File: src/rtl/mod3_pkg.sv
// mod3_pkg: shared state enum, remainder type and the divide-by-3 step table
// Optional feature macro MOD3_DEBUG_EN is consumed by mod3_serial_if and mod3_serial.
package mod3_pkg;
  typedef enum logic {IDLE, ACC} state_t;
  typedef logic [1:0] rem_t;
  // (2*r + b) mod 3 as a lookup; r==3 never occurs and maps like r==2
  function automatic rem_t step_rem(input rem_t r, input logic b);
    return r == 2'd0 ? {1'b0, b} :
           r == 2'd1 ? (b ? 2'd0 : 2'd2) :
                       (b ? 2'd2 : 2'd1);
  endfunction
endpackage

File: src/rtl/mod3_serial_if.sv
// mod3_serial_if: serial operand stream and result signals of the mod-3 checker
// Signals: in/start/finish (source -> checker), out/is_out (checker -> sink).
// With MOD3_DEBUG_EN: rem_o[1:0] and len_o[LEN_W-1:0] (checker -> sink).
interface mod3_serial_if #(parameter int LEN_W = 6);
  logic in;
  logic start;
  logic finish;
  logic out;
  logic is_out;
`ifdef MOD3_DEBUG_EN
  logic [1:0] rem_o;
  logic [LEN_W-1:0] len_o;
  modport master (output in, start, finish, input out, is_out, rem_o, len_o);
  modport slave (input in, start, finish, output out, is_out, rem_o, len_o);
`else
  modport master (output in, start, finish, input out, is_out);
  modport slave (input in, start, finish, output out, is_out);
`endif
endinterface

File: src/rtl/mod3_step.sv
// mod3_step: combinational remainder update, rem_next = (2*rem + in) mod 3
// Ports: rem[1:0] current remainder, in data bit, nxt[1:0] next remainder.
module mod3_step
  import mod3_pkg::*;
(
  input  rem_t rem,
  input  logic in,
  output rem_t nxt
);
  assign nxt = step_rem(rem, in);
endmodule

File: src/rtl/mod3_serial.sv
// mod3_serial: bit-serial (MSB first) divisibility-by-3 checker
// Ports: clk, rst_n (async active-low), bus (mod3_serial_if.slave: in, start,
// finish, out, is_out; plus rem_o, len_o when MOD3_DEBUG_EN is defined).
// MOD3_DEBUG_EN adds the final remainder and saturating frame length outputs.
module mod3_serial
  import mod3_pkg::*;
#(
  parameter int LEN_W = 6
) (
  input  logic clk,
  input  logic rst_n,
  mod3_serial_if.slave bus
);
  state_t state, state_n;
  rem_t rem, rem_n, nxt;
  logic out, out_n, is_out, is_out_n;
  logic accept, done;
  // a start bit seeds the step with remainder 0, so nxt equals the bit itself
  mod3_step u_step (
    .rem(bus.start ? 2'd0 : rem),
    .in (bus.in),
    .nxt(nxt)
  );
  always_comb begin
    accept   = bus.start || state == ACC;
    done     = accept && bus.finish;
    state_n  = done ? IDLE : accept ? ACC : state;
    rem_n    = accept && !done ? nxt : rem;
    out_n    = done ? nxt == 2'd0 : out;
    is_out_n = done;
  end
  always_ff @(posedge clk or negedge rst_n)
    if (!rst_n) begin
      state  <= IDLE;
      rem    <= '0;
      out    <= 1'b0;
      is_out <= 1'b0;
    end else begin
      state  <= state_n;
      rem    <= rem_n;
      out    <= out_n;
      is_out <= is_out_n;
    end
  assign bus.out    = out;
  assign bus.is_out = is_out;
`ifdef MOD3_DEBUG_EN
  logic [LEN_W-1:0] len, len_n, cnt, len_o;
  rem_t rem_o;
  always_comb begin
    cnt   = bus.start ? LEN_W'(1) : len == '1 ? len : len + LEN_W'(1);
    len_n = accept ? cnt : len;
  end
  always_ff @(posedge clk or negedge rst_n)
    if (!rst_n) begin
      len   <= '0;
      len_o <= '0;
      rem_o <= '0;
    end else begin
      len <= len_n;
      if (done) begin
        len_o <= cnt;
        rem_o <= nxt;
      end
    end
  assign bus.rem_o = rem_o;
  assign bus.len_o = len_o;
`endif
endmodule

File: src/flat_wrapper.sv
// flat-port wrapper written by rule: the top's interface ports become plain ports
module mod3_serial_flat import mod3_pkg::*;
#(
  parameter int LEN_W = 6
)
  (clk, rst_n, bus_in, bus_start, bus_finish, bus_out, bus_is_out);
  mod3_serial_if #(.LEN_W(LEN_W)) bus_i ();
  input  logic clk;
  input  logic rst_n;
  input wire logic [$bits(bus_i.in)-1:0] bus_in;
  input wire logic [$bits(bus_i.start)-1:0] bus_start;
  input wire logic [$bits(bus_i.finish)-1:0] bus_finish;
  output wire logic [$bits(bus_i.out)-1:0] bus_out;
  output wire logic [$bits(bus_i.is_out)-1:0] bus_is_out;
  assign bus_i.in = bus_in;
  assign bus_i.start = bus_start;
  assign bus_i.finish = bus_finish;
  assign bus_out = bus_i.out;
  assign bus_is_out = bus_i.is_out;
  mod3_serial #(.LEN_W(LEN_W)) u_core (.clk(clk), .rst_n(rst_n), .bus(bus_i));
endmodule
File: config.mk
export PLATFORM = sky130hd
export DESIGN_NAME = mod3_serial_flat
export DESIGN_NICKNAME = d
export VERILOG_FILES = /design/src/rtl/mod3_pkg.sv /design/src/rtl/mod3_serial_if.sv /design/src/rtl/mod3_step.sv /design/src/rtl/mod3_serial.sv /design/src/flat_wrapper.sv
export SDC_FILE = /design/constraint.sdc
export NUM_CORES = 1
export LEC_CHECK = 0
export CORE_AREA = 2 2 39 41
export DETAILED_ROUTE_END_ITERATION = 12
export DIE_AREA = 0 0 41 43
export SYNTH_ARGS = -nofsm -noshare
export SYNTH_HDL_FRONTEND = slang
export SYNTH_SLANG_ARGS = --single-unit
File: constraint.sdc
create_clock -name clk -period 2.9 [get_ports clk]
set_input_delay 0.29 -clock clk [delete_from_list [all_inputs] [get_ports clk]]
set_output_delay 0.29 -clock clk [all_outputs]
set_load 0.05 [all_outputs]
==> images/layer_met2.png <==
The bar under the picture is 10 um long.
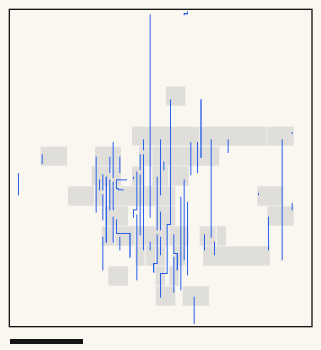
The wires run mostly vertical. The layer carries 292 um of wire. The longest straight run is 27.5 um. The layer holds 51% of the routed length. 36 nets have wire on it.
vias after detailed routing: 238
total wire length: 569 um
GR Util met2: 0.09063

==> images/layer_met1.png <==
The bar under the picture is 10 um long.
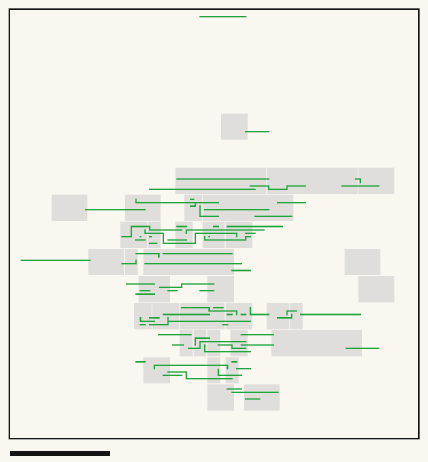
33 nets have wire on it. The layer holds 45% of the routed length.

==> impl_metrics.ini <==
; synthesis and place-and-route metrics
[setup_path]
slowest_stage = clkdlybuf4s50_1
r2r_cells = 5
worstPathCellList = clkdlybuf4s50_1 > nor2_1 > nand2_1 > ha_1 > or4_1 > a31oi_1
crit_cells = 6
cp-start-kind = input port

[final_layout]
combGateArea_um2 = 120.1
seq_share = 0.3484
fin_area_um2 = 359.1
largest_reg_flops = 2
clkbuf_count = 4
dominant-cell-class = sequential cells
area_growth_pct = 36.02
fillers = 154
lay_top_count = clkdlybuf4s50_1
nets = 43

[logic_synthesis]
synth-adder-area-share = 0.04739
top_cell_area_share = 0.4739
synthFlopType = dfrtp_1
synth_warnings = 0
synthArstFlopShare = 1.000
ys_top_cells_by_count = dfrtp_1, nor2_1
xor_area_frac = 0

[run]
maxCapViolCount = 0

[cts]
cts_root_buf = clkbuf_4
path_clk_slew_ns = 0.05
clk_path_buf_depth = 2
cts_buffers = 3
cts_tree = yes
h-tree-depth = 1

[final_timing]
hold_viol = 0
tightest_slew_ns = 0.4863
finalMaxSlewViolations = 0

[global_routing]
grt_pass1_wl_um = 862
grt_pass1_vias = 208

[power_and_ir_drop]
power_clock_mw = 0.0819
pwr-share-seq = 0.398
seq_cell_power_mw = 0.107
power-top-group = sequential cells

[die]
core.rowCount = 14
die_h_um = 43
n_tap_cell = 16

[detailed_routing]
ant_nets = 0
remaining_drc_errors = 0
avgViaCountPerCell = 4.577

[status]
status = complete, no violations

[placement]
pre_cts_slack_ns = 0.8593
dp_cells = 48
==> images/congestion.png <==
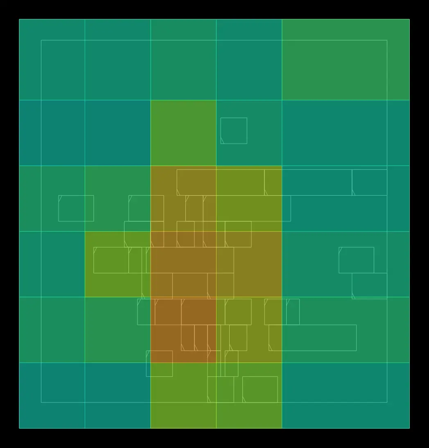
wire per inst: 10.94 um
gr usage total: 0.08468
gr busiest metal: met4

No activity file was given, so power comes from the tool's default toggle rates.
